<file path="src/rtl/alu_pkg.sv">
// alu_pkg: shared RV32 decode constants, arbiter state encoding and the
// latched operand record used by alu_arbiter.
package alu_pkg;

  // Major opcodes
  localparam logic [6:0] OP_RTYPE = 7'b0110011;
  localparam logic [6:0] OP_ITYPE = 7'b0010011;
  localparam logic [6:0] OP_LUI   = 7'b0110111;
  localparam logic [6:0] OP_AUIPC = 7'b0010111;

  // funct7 variants
  localparam logic [6:0] F7_BASE = 7'b0000000;
  localparam logic [6:0] F7_ALT  = 7'b0100000;
  localparam logic [6:0] F7_MUL  = 7'b0000001;

  // funct3 codes
  localparam logic [2:0] F3_ADD_SUB = 3'b000;
  localparam logic [2:0] F3_SLL     = 3'b001;
  localparam logic [2:0] F3_SLT     = 3'b010;
  localparam logic [2:0] F3_SLTU    = 3'b011;
  localparam logic [2:0] F3_XOR     = 3'b100;
  localparam logic [2:0] F3_SR      = 3'b101;
  localparam logic [2:0] F3_OR      = 3'b110;
  localparam logic [2:0] F3_AND     = 3'b111;

  typedef enum logic [1:0] {
    IDLE = 2'd0,
    EXEC = 2'd1,
    RESP = 2'd2
  } state_e;

  // Everything latched from the winning requester at the accept edge.
  typedef struct packed {
    logic        id;
    logic [6:0]  opcode;
    logic [6:0]  funct7;
    logic [2:0]  funct3;
    logic [11:0] imm;
    logic [31:0] rs1_val;
    logic [31:0] rs2_val;
  } alu_op_t;

  // Only the plain 32x32 low-half MUL takes the multi-cycle path.
  function automatic logic is_mul(input logic [6:0] opcode,
                                  input logic [6:0] funct7,
                                  input logic [2:0] funct3);
    return (opcode == OP_RTYPE) && (funct7 == F7_MUL) && (funct3 == F3_ADD_SUB);
  endfunction

endpackage

</file>
<file path="src/rtl/rr_arb2.sv">
// rr_arb2: two-input round-robin grant generator, purely combinational.
// Ports:
//   valid0_i, valid1_i : request valids
//   last_grant_i       : index granted most recently (state held by caller)
//   grant_o            : winning index (meaningful only when any_o is high)
//   any_o              : at least one request is valid
module rr_arb2 (
  input  logic valid0_i,
  input  logic valid1_i,
  input  logic last_grant_i,
  output logic grant_o,
  output logic any_o
);

  assign any_o = valid0_i | valid1_i;

  // On a tie the requester that did not win last time goes first;
  // otherwise the lone valid requester wins.
  assign grant_o = (valid0_i && valid1_i) ? ~last_grant_i : valid1_i;

endmodule

</file>
<file path="src/rtl/alu_arbiter.sv">
// alu_arbiter: shares one combinational RV32 ALU between two requesters.
// Accepts one request at a time (round-robin), holds its fields on the ALU
// for 1 cycle (MUL_CYCLES for MUL), then returns the registered result with
// the requester index over a valid/ready response port.
// Ports:
//   clk, rst                        : clock, async active-high reset
//   reqN_valid/ready                : request handshake, N = 0, 1
//   reqN_opcode/funct7/funct3/imm   : decoded fields
//   reqN_rs1_val/rs2_val            : operands
//   alu_*                           : operand register driven to the ALU
//   alu_rd_val                      : ALU result (combinational)
//   rsp_valid/ready, rsp_id, rsp_rd_val : response port
module alu_arbiter
  import alu_pkg::*;
#(
  parameter int unsigned MUL_CYCLES = 4
) (
  input  logic        clk,
  input  logic        rst,

  input  logic        req0_valid,
  output logic        req0_ready,
  input  logic [6:0]  req0_opcode,
  input  logic [6:0]  req0_funct7,
  input  logic [2:0]  req0_funct3,
  input  logic [11:0] req0_imm,
  input  logic [31:0] req0_rs1_val,
  input  logic [31:0] req0_rs2_val,

  input  logic        req1_valid,
  output logic        req1_ready,
  input  logic [6:0]  req1_opcode,
  input  logic [6:0]  req1_funct7,
  input  logic [2:0]  req1_funct3,
  input  logic [11:0] req1_imm,
  input  logic [31:0] req1_rs1_val,
  input  logic [31:0] req1_rs2_val,

  output logic [6:0]  alu_opcode,
  output logic [6:0]  alu_funct7,
  output logic [2:0]  alu_funct3,
  output logic [11:0] alu_imm,
  output logic [31:0] alu_rs1_val,
  output logic [31:0] alu_rs2_val,
  input  logic [31:0] alu_rd_val,

  output logic        rsp_valid,
  input  logic        rsp_ready,
  output logic        rsp_id,
  output logic [31:0] rsp_rd_val
);

  localparam logic [3:0] MUL_CNT = 4'(MUL_CYCLES);

  state_e      state_q, state_d;
  logic        last_grant_q, last_grant_d;
  logic [3:0]  cnt_q, cnt_d;
  alu_op_t     op_q, op_d;
  logic        rsp_id_q, rsp_id_d;
  logic [31:0] rsp_rd_val_q, rsp_rd_val_d;

  logic        grant;
  logic        any;
  logic        idle_ok;
  alu_op_t     req_sel;

  rr_arb2 u_arb (
    .valid0_i     (req0_valid),
    .valid1_i     (req1_valid),
    .last_grant_i (last_grant_q),
    .grant_o      (grant),
    .any_o        (any)
  );

  // Ready is also masked by rst so nothing looks accepted while reset is held.
  assign idle_ok    = (state_q == IDLE) && !rst;
  assign req0_ready = idle_ok && any && !grant;
  assign req1_ready = idle_ok && any &&  grant;

  // NOTE: every signal gets a default before the case/if, so no path leaves
  // it unassigned and no latch is inferred.
  always_comb begin
    req_sel = '0;
    if (grant) begin
      req_sel = '{id: 1'b1, opcode: req1_opcode, funct7: req1_funct7,
                  funct3: req1_funct3, imm: req1_imm,
                  rs1_val: req1_rs1_val, rs2_val: req1_rs2_val};
    end else begin
      req_sel = '{id: 1'b0, opcode: req0_opcode, funct7: req0_funct7,
                  funct3: req0_funct3, imm: req0_imm,
                  rs1_val: req0_rs1_val, rs2_val: req0_rs2_val};
    end
  end

  always_comb begin
    state_d      = state_q;
    last_grant_d = last_grant_q;
    cnt_d        = cnt_q;
    op_d         = op_q;
    rsp_id_d     = rsp_id_q;
    rsp_rd_val_d = rsp_rd_val_q;

    case (state_q)
      IDLE: begin
        if (any) begin
          op_d         = req_sel;
          last_grant_d = grant;
          cnt_d        = is_mul(req_sel.opcode, req_sel.funct7, req_sel.funct3)
                         ? MUL_CNT : 4'd1;
          state_d      = EXEC;
        end
      end
      EXEC: begin
        cnt_d = cnt_q - 4'd1;
        if (cnt_q == 4'd1) begin
          rsp_rd_val_d = alu_rd_val;
          rsp_id_d     = op_q.id;
          state_d      = RESP;
        end
      end
      RESP: begin
        if (rsp_ready) state_d = IDLE;
      end
      default: state_d = IDLE;
    endcase
  end

  // NOTE: state uses non-blocking assignments so every flop samples the
  // pre-edge values; the operand register is reset too, so the ALU sees
  // zeros rather than X after reset.
  always_ff @(posedge clk or posedge rst) begin
    if (rst) begin
      state_q      <= IDLE;
      last_grant_q <= 1'b1;   // req0 wins the first tie
      cnt_q        <= '0;
      op_q         <= '0;
      rsp_id_q     <= 1'b0;
      rsp_rd_val_q <= '0;
    end else begin
      state_q      <= state_d;
      last_grant_q <= last_grant_d;
      cnt_q        <= cnt_d;
      op_q         <= op_d;
      rsp_id_q     <= rsp_id_d;
      rsp_rd_val_q <= rsp_rd_val_d;
    end
  end

  assign alu_opcode  = op_q.opcode;
  assign alu_funct7  = op_q.funct7;
  assign alu_funct3  = op_q.funct3;
  assign alu_imm     = op_q.imm;
  assign alu_rs1_val = op_q.rs1_val;
  assign alu_rs2_val = op_q.rs2_val;

  assign rsp_valid   = (state_q == RESP);
  assign rsp_id      = rsp_id_q;
  assign rsp_rd_val  = rsp_rd_val_q;

endmodule

</file>
<file path="config.mk">
export PLATFORM = sky130hd
export DESIGN_NAME = alu_arbiter
export DESIGN_NICKNAME = d
export VERILOG_FILES = /design/src/rtl/alu_pkg.sv /design/src/rtl/rr_arb2.sv /design/src/rtl/alu_arbiter.sv
export SDC_FILE = /design/constraint.sdc
export NUM_CORES = 1
export LEC_CHECK = 0
export CORE_AREA = 5 5 134 136
export DETAILED_ROUTE_END_ITERATION = 6
export DIE_AREA = 0 0 139 141
export HOLD_SLACK_MARGIN = 0.05
export MAX_ROUTING_LAYER = met4
export PLACE_DENSITY = 0.9
export SYNTH_ARGS = -nofsm -noshare
export SYNTH_HDL_FRONTEND = slang
export SYNTH_SLANG_ARGS = --single-unit
</file>
<file path="constraint.sdc">
create_clock -name clk -period 15.6 [get_ports clk]
set_input_delay 3.12 -clock clk [delete_from_list [all_inputs] [get_ports clk]]
set_output_delay 3.12 -clock clk [all_outputs]
set_load 0.02 [all_outputs]
</file>
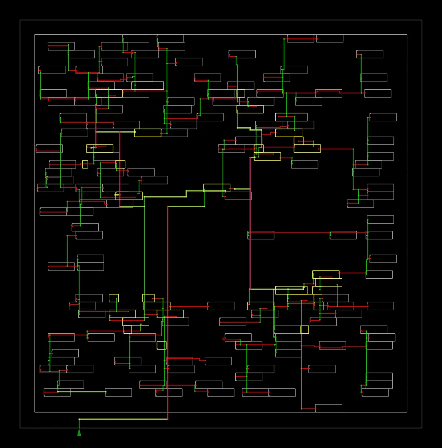
run_1/final_clocks.png
worst skew pair latency: 410 ps
worst clock skew on the final layout: 10.1 ps

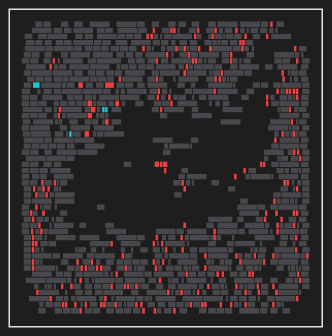
run_1/gate_families.png
| family | colour | cells |
|---|---|---|
| NAND gates | red | 197 |
| inverters | cyan | 4 |

==> run_summary.xml, run 1 <==
<?xml version="1.0" encoding="UTF-8"?>
<metrics>
  <group name="route">
    <metric name="firstDrtPassIters" unit="">5</metric>
    <metric name="met3RoutedLength" unit="um">1480</metric>
    <metric name="route.top_layer_used" unit="">met4</metric>
    <metric name="wl" unit="um">21500</metric>
    <metric name="met2RoutedLength" unit="um">10900</metric>
    <metric name="drt_first_iter_violations" unit="">299</metric>
    <metric name="wirelength_met1" unit="um">8380</metric>
    <metric name="ant_nets" unit="">0</metric>
    <metric name="drc_violations_left" unit="">0</metric>
  </group>
  <group name="grt">
    <metric name="globalRouteTotalUtil" unit="">0.219</metric>
    <metric name="grt_antenna_before_repair" unit="">4</metric>
  </group>
  <group name="job">
    <metric name="maxCapViolCount" unit="">0</metric>
    <metric name="tool_warnings" unit="">29</metric>
  </group>
  <group name="cts">
    <metric name="ctsHoldBuffers" unit="">0</metric>
    <metric name="post_cts.resized_instances" unit="">0</metric>
    <metric name="cts_num_sinks" unit="">134</metric>
    <metric name="clkSlewWorstSetupHoldPaths" unit="ps">70</metric>
    <metric name="cts_tree" unit="">done</metric>
    <metric name="postCtsSetupBuffers" unit="">0</metric>
    <metric name="clock_tree.buffer_depth" unit="">2</metric>
  </group>
  <group name="timing">
    <metric name="worstMarginPinSlew" unit="ps">1190</metric>
    <metric name="fin_worst_hold_slack" unit="ps">490</metric>
    <metric name="finalMaxSlewViolations" unit="">0</metric>
    <metric name="rsz0062_at_grt" unit="">no</metric>
    <metric name="final_hold_viol_count" unit="">0</metric>
    <metric name="setup_viol" unit="">0</metric>
    <metric name="timing.final.ws_setup" unit="ps">7410</metric>
  </group>
  <group name="power">
    <metric name="power.clock.total" unit="mW">0.421</metric>
    <metric name="power.net_switching" unit="mW">0.805</metric>
    <metric name="power.combinational.total" unit="mW">1.01</metric>
    <metric name="cellPowerDensity" unit="nW/um2">203</metric>
    <metric name="seq-power" unit="mW">0.628</metric>
    <metric name="lkg_pwr" unit="nW">4.17</metric>
    <metric name="part_of_the_total_power_dissipated_in_combinational_logic" unit="">0.491</metric>
    <metric name="power-top-group" unit="">combinational logic</metric>
    <metric name="post-layout-total-power" unit="mW">2.06</metric>
    <metric name="pwr-share-clk" unit="">0.204</metric>
    <metric name="switch_share" unit="">0.391</metric>
    <metric name="cellInternalPower" unit="mW">1.25</metric>
  </group>
  <group name="min_path">
    <metric name="hp-class" unit="">flop to flop</metric>
  </group>
  <group name="worst_setup_path">
    <metric name="worst_setup_path_endpoint" unit="">req0_ready</metric>
    <metric name="regToRegSetupSlack" unit="ps">12800</metric>
    <metric name="setup.worst_path.end_class" unit="">primary output</metric>
    <metric name="arrival" unit="ps">5070</metric>
    <metric name="crit_path_kind" unit="">primary input to primary output</metric>
    <metric name="critical_path.top_delay_family" unit="">buffers and inverters</metric>
    <metric name="setup.worst_path.start_class" unit="">primary input</metric>
  </group>
  <group name="yosys">
    <metric name="yosysMostFrequentCell" unit="">sky130_fd_sc_hd__nand2_1</metric>
    <metric name="yosys_warnings" unit="">0</metric>
    <metric name="synthTopCellsByArea" unit="">sky130_fd_sc_hd__dfrtp_1 50%, sky130_fd_sc_hd__buf_4 11%, sky130_fd_sc_hd__nand2_1 11%, sky130_fd_sc_hd__a31oi_1 9.0%, sky130_fd_sc_hd__nor2_1 5.4%</metric>
    <metric name="synth_top_flop_cell" unit="">sky130_fd_sc_hd__dfrtp_1</metric>
    <metric name="common_cells" unit="">188 x sky130_fd_sc_hd__nand2_1, 133 x sky130_fd_sc_hd__dfrtp_1, 99 x sky130_fd_sc_hd__buf_4, 96 x sky130_fd_sc_hd__nor2_1, 95 x sky130_fd_sc_hd__a31oi_1</metric>
    <metric name="synth.yosys.num_cells" unit="">728</metric>
    <metric name="yosys_cell_types" unit="">31</metric>
    <metric name="mappedNetlistArea" unit="um2">6620</metric>
    <metric name="synth.cellmix.simpleShare" unit="">0.188</metric>
    <metric name="post_synth_xor_area_fraction" unit="">0</metric>
    <metric name="synth-seq-area-share" unit="">0.507</metric>
    <metric name="ys_ff" unit="">134</metric>
    <metric name="synth_top_area_share" unit="">0.503</metric>
    <metric name="synth.logic.top_family" unit="">simple AND/OR/NAND/NOR gates</metric>
  </group>
  <group name="die">
    <metric name="die-height" unit="um">141</metric>
    <metric name="core_util_floorplan" unit="">0.393</metric>
    <metric name="fp-row-count" unit="">48</metric>
    <metric name="design.core.area" unit="um2">16800</metric>
  </group>
  <group name="layout">
    <metric name="area_growth_syn_to_layout" unit="%">53.5</metric>
    <metric name="diode_count" unit="">4</metric>
    <metric name="layout.non_clock_inverters" unit="">4</metric>
    <metric name="finalNonFillerCells" unit="">1206</metric>
    <metric name="logic_gates" unit="">452</metric>
    <metric name="buffer_count_excluding_the_clock_tree_in_the_final_layout" unit="">355</metric>
    <metric name="register_area" unit="um2">3350</metric>
    <metric name="clock_cell_area_share" unit="">0.0606</metric>
    <metric name="lay_top_cells" unit="">351 x sky130_fd_sc_hd__clkdlybuf4s50_1, 187 x sky130_fd_sc_hd__nand2_1, 133 x sky130_fd_sc_hd__dfrtp_1, 96 x sky130_fd_sc_hd__nor2_1, 95 x sky130_fd_sc_hd__a31oi_1</metric>
    <metric name="final-nonclk-buf-share" unit="">0.349</metric>
    <metric name="proportion_of_layout_cells_with_a_drive_suffix_above_1" unit="">0.0491</metric>
    <metric name="layout_top_cell_excl_fill_tap" unit="">sky130_fd_sc_hd__clkdlybuf4s50_1</metric>
    <metric name="nClkBuffers" unit="">17</metric>
    <metric name="largest_cell_class" unit="">non-clock buffers</metric>
    <metric name="multi_input_comb_area" unit="um2">2330</metric>
  </group>
  <group name="placement">
    <metric name="hpwl" unit="um">15900</metric>
    <metric name="dpl_worst_slack" unit="ps">7500</metric>
    <metric name="detailed_place.area" unit="um2">9530</metric>
    <metric name="post-place-cells" unit="">1170</metric>
  </group>
  <group name="outcome">
    <metric name="outcome" unit="">finished clean</metric>
  </group>
</metrics>
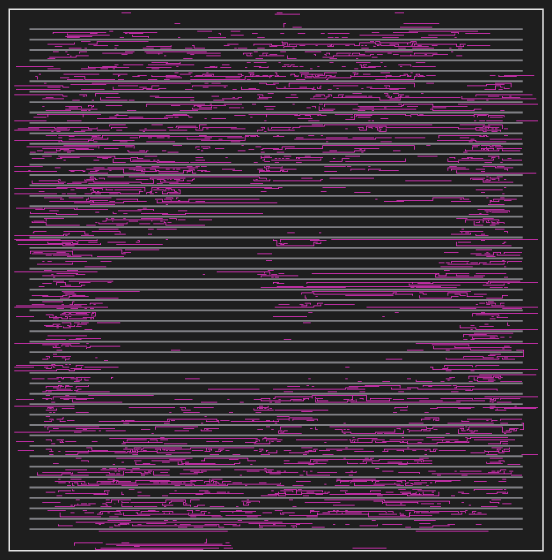
run_1/met1.png
Supply wires on this layer in grey.
longest straight run: 53.8 um
wire length on this layer: 8380 um
share of all routed wire: 39%
main direction: horizontal
nets with wire on the layer: 1033

run 1: worst min path at each step:
stage,startpoint,endpoint,cells past startpoint
final,rsp_rd_val[15]$_DFFE_PP0P_,rsp_rd_val[15]$_DFFE_PP0P_,1
after floorplan,op_q[93]$_DFFE_PP0P_,rsp_id$_DFFE_PP0P_,1
after CTS,rsp_rd_val[15]$_DFFE_PP0P_,rsp_rd_val[15]$_DFFE_PP0P_,1
after global placement,rsp_rd_val[17]$_DFFE_PP0P_,rsp_rd_val[17]$_DFFE_PP0P_,1
after global routing,rsp_rd_val[27]$_DFFE_PP0P_,rsp_rd_val[27]$_DFFE_PP0P_,1
after detailed placement,rsp_rd_val[15]$_DFFE_PP0P_,rsp_rd_val[15]$_DFFE_PP0P_,1
==> run 1 -> run 2 <==
--- a/config.mk
+++ b/config.mk
@@ -5,12 +5,12 @@
 export SDC_FILE = /design/constraint.sdc
 export NUM_CORES = 1
 export LEC_CHECK = 0
-export CORE_AREA = 5 5 134 136
+export CORE_MARGIN = 5
+export CORE_UTILIZATION = 36
 export DETAILED_ROUTE_END_ITERATION = 6
-export DIE_AREA = 0 0 139 141
 export HOLD_SLACK_MARGIN = 0.05
 export MAX_ROUTING_LAYER = met4
-export PLACE_DENSITY = 0.9
+export PLACE_DENSITY = 0.86
 export SYNTH_ARGS = -nofsm -noshare
 export SYNTH_HDL_FRONTEND = slang
 export SYNTH_SLANG_ARGS = --single-unit
==> constraint.sdc (replaced) <==
create_clock -name clk -period 7.3 [get_ports clk]
set_input_delay 1.46 -clock clk [delete_from_list [all_inputs] [get_ports clk]]
set_output_delay 1.46 -clock clk [all_outputs]
set_load 0.02 [all_outputs]
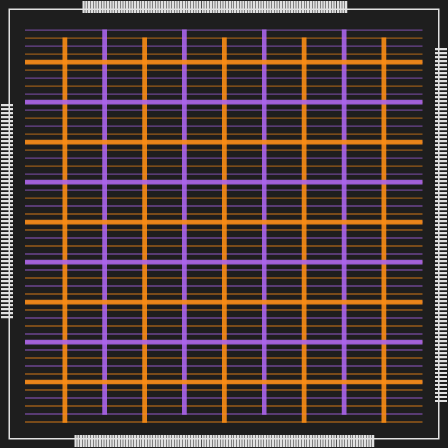
run_2/pdn.png
Pins as bars on the die edge.
| net | colour |
|---|---|
| VDD | purple |
| VSS | orange |
signal pins: 352
met4 straps: 9
met1 rails: 50
rows: 49
met5 straps: 9
core area: 18000 um2
worst supply voltage drop on vdd: 0.234 mV
width of the die: 146 um
die extent in y: 146 um

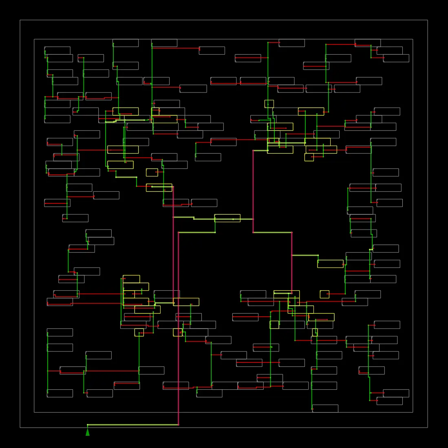
run_2/final_clocks.png
# clock sinks: 134
power in the clock group: 0.888 mW
Layout clock buffers: 17

==> run 2 against run 1 <==
  * Critical path depth unchanged
  * Register-to-register slack lost 7900 ps
  * Area after synthesis stayed put
  * Highest routed layer unchanged
  * Power grew 110%
  * Clock skew fell by 1.8 ps
  * Worst setup slack got worse by 5000 ps
  * Critical path type unchanged
  * Final cell count did not move
  * Non-clock buffer count did not move
  * Critical endpoint is now req1_ready
==> run_summary.xml, run 2 <==
<?xml version="1.0" encoding="UTF-8"?>
<metrics>
  <group name="outcome">
    <metric name="outcome" unit="">finished clean</metric>
  </group>
  <group name="layout">
    <metric name="clock_cell_area_share" unit="">0.0603</metric>
    <metric name="register_area" unit="um2">3350</metric>
    <metric name="layout_top_cell_excl_fill_tap" unit="">sky130_fd_sc_hd__clkdlybuf4s50_1</metric>
    <metric name="buffer_count_excluding_the_clock_tree_in_the_final_layout" unit="">355</metric>
    <metric name="area_growth_syn_to_layout" unit="%">53.3</metric>
    <metric name="final-nonclk-buf-share" unit="">0.349</metric>
    <metric name="diode_count" unit="">0</metric>
    <metric name="lay_top_cells" unit="">351 x sky130_fd_sc_hd__clkdlybuf4s50_1, 187 x sky130_fd_sc_hd__nand2_1, 133 x sky130_fd_sc_hd__dfrtp_1, 96 x sky130_fd_sc_hd__nor2_1, 95 x sky130_fd_sc_hd__a31oi_1</metric>
    <metric name="multi_input_comb_area" unit="um2">2330</metric>
    <metric name="layout.non_clock_inverters" unit="">4</metric>
    <metric name="largest_cell_class" unit="">non-clock buffers</metric>
    <metric name="finalNonFillerCells" unit="">1206</metric>
    <metric name="logic_gates" unit="">452</metric>
  </group>
  <group name="yosys">
    <metric name="post_synth_xor_area_fraction" unit="">0</metric>
    <metric name="post_synthesis_cell_type_with_the_largest_combined_area" unit="">sky130_fd_sc_hd__dfrtp_1</metric>
    <metric name="mappedNetlistArea" unit="um2">6620</metric>
    <metric name="synth.logic.top_family" unit="">simple AND/OR/NAND/NOR gates</metric>
    <metric name="synth_top_flop_cell" unit="">sky130_fd_sc_hd__dfrtp_1</metric>
    <metric name="yosys_warnings" unit="">0</metric>
    <metric name="common_cells" unit="">188 x sky130_fd_sc_hd__nand2_1, 133 x sky130_fd_sc_hd__dfrtp_1, 99 x sky130_fd_sc_hd__buf_4, 96 x sky130_fd_sc_hd__nor2_1, 95 x sky130_fd_sc_hd__a31oi_1</metric>
    <metric name="yosysMostFrequentCell" unit="">sky130_fd_sc_hd__nand2_1</metric>
    <metric name="yosys_cell_types" unit="">31</metric>
    <metric name="synth-seq-area-share" unit="">0.507</metric>
    <metric name="synth.cellmix.simpleShare" unit="">0.188</metric>
    <metric name="synth_top_area_share" unit="">0.503</metric>
    <metric name="synthTopCellsByArea" unit="">sky130_fd_sc_hd__dfrtp_1 50%, sky130_fd_sc_hd__buf_4 11%, sky130_fd_sc_hd__nand2_1 11%, sky130_fd_sc_hd__a31oi_1 9.0%, sky130_fd_sc_hd__nor2_1 5.4%</metric>
    <metric name="ys_ff" unit="">134</metric>
  </group>
  <group name="power">
    <metric name="power.net_switching" unit="mW">1.71</metric>
    <metric name="switch_share" unit="">0.392</metric>
    <metric name="power-top-group" unit="">combinational logic</metric>
    <metric name="seq-power" unit="mW">1.33</metric>
    <metric name="post-layout-total-power" unit="mW">4.37</metric>
    <metric name="part_of_the_total_power_dissipated_in_combinational_logic" unit="">0.492</metric>
    <metric name="cellPowerDensity" unit="nW/um2">431</metric>
    <metric name="pwr-share-seq" unit="">0.305</metric>
    <metric name="lkg_pwr" unit="nW">4.17</metric>
    <metric name="cellInternalPower" unit="mW">2.66</metric>
    <metric name="power.combinational.total" unit="mW">2.15</metric>
  </group>
  <group name="worst_setup_path">
    <metric name="crit_path_kind" unit="">primary input to primary output</metric>
    <metric name="regToRegSetupSlack" unit="ps">4880</metric>
    <metric name="critical_path.top_delay_family" unit="">buffers and inverters</metric>
    <metric name="slowest_delay" unit="ps">620</metric>
    <metric name="worst_setup_path_endpoint" unit="">req1_ready</metric>
    <metric name="setup.worst_path.end_class" unit="">primary output</metric>
    <metric name="setup.worst_path.start_class" unit="">primary input</metric>
  </group>
  <group name="timing">
    <metric name="fin_worst_hold_slack" unit="ps">492</metric>
    <metric name="rsz0062_at_grt" unit="">no</metric>
    <metric name="timing.final.ws_setup" unit="ps">2440</metric>
    <metric name="finalMaxSlewViolations" unit="">0</metric>
    <metric name="worst_clock_skew_on_the_final_layout" unit="ps">8.29</metric>
    <metric name="worstMarginPinSlew" unit="ps">1110</metric>
  </group>
  <group name="die">
    <metric name="core_util_floorplan" unit="">0.367</metric>
    <metric name="fp-row-count" unit="">49</metric>
  </group>
  <group name="route">
    <metric name="drt_first_iter_violations" unit="">302</metric>
    <metric name="drc_violations_left" unit="">0</metric>
    <metric name="firstDrtPassIters" unit="">4</metric>
    <metric name="via_count" unit="">5921</metric>
    <metric name="ant_nets" unit="">0</metric>
    <metric name="wl" unit="um">21600</metric>
  </group>
  <group name="grt">
    <metric name="grt_antenna_before_repair" unit="">0</metric>
    <metric name="globalRouteTotalUtil" unit="">0.205</metric>
  </group>
  <group name="placement">
    <metric name="hpwl" unit="um">16100</metric>
    <metric name="detailed_place.area" unit="um2">9530</metric>
    <metric name="post-place-cells" unit="">1174</metric>
    <metric name="dpl_worst_slack" unit="ps">2350</metric>
  </group>
  <group name="min_path">
    <metric name="hold_path_depth" unit="">1</metric>
    <metric name="hold_path_end" unit="">rsp_rd_val[14]$_DFFE_PP0P_</metric>
    <metric name="hp-class" unit="">flop to flop</metric>
    <metric name="hp-start" unit="">rsp_rd_val[14]$_DFFE_PP0P_</metric>
  </group>
  <group name="cts">
    <metric name="post_cts.resized_instances" unit="">0</metric>
    <metric name="ctsHoldBuffers" unit="">0</metric>
    <metric name="clock_insertion_delay_worst_skew" unit="ps">410</metric>
    <metric name="clkSlewWorstSetupHoldPaths" unit="ps">60</metric>
    <metric name="postCtsSetupBuffers" unit="">0</metric>
  </group>
  <group name="job">
    <metric name="maxCapViolCount" unit="">0</metric>
    <metric name="tool_warnings" unit="">29</metric>
  </group>
</metrics>
-- run 2: cell types whose count changed in the layout (fill, tap and decap cells not counted) --
cell / delta
sky130_fd_sc_hd__bufinv_16: -1
sky130_fd_sc_hd__clkinvlp_4: -2
sky130_fd_sc_hd__inv_8: +3
sky130_fd_sc_hd__clkinv_8: +1
sky130_fd_sc_hd__diode_2: -4
sky130_fd_sc_hd__inv_6: -1
-- run 2: per-layer routing --
metal | vias up | global-route usage | share of wire
met4 | 0 | 0.0709 | 0.024
met5 | - | - | 0
met1 | 2832 | 0.240 | 0.40
li1 | 2818 | - | -
met3 | 39 | 0.0433 | 0.057
met2 | 232 | 0.349 | 0.52
Power and IR drop assume default switching activity.
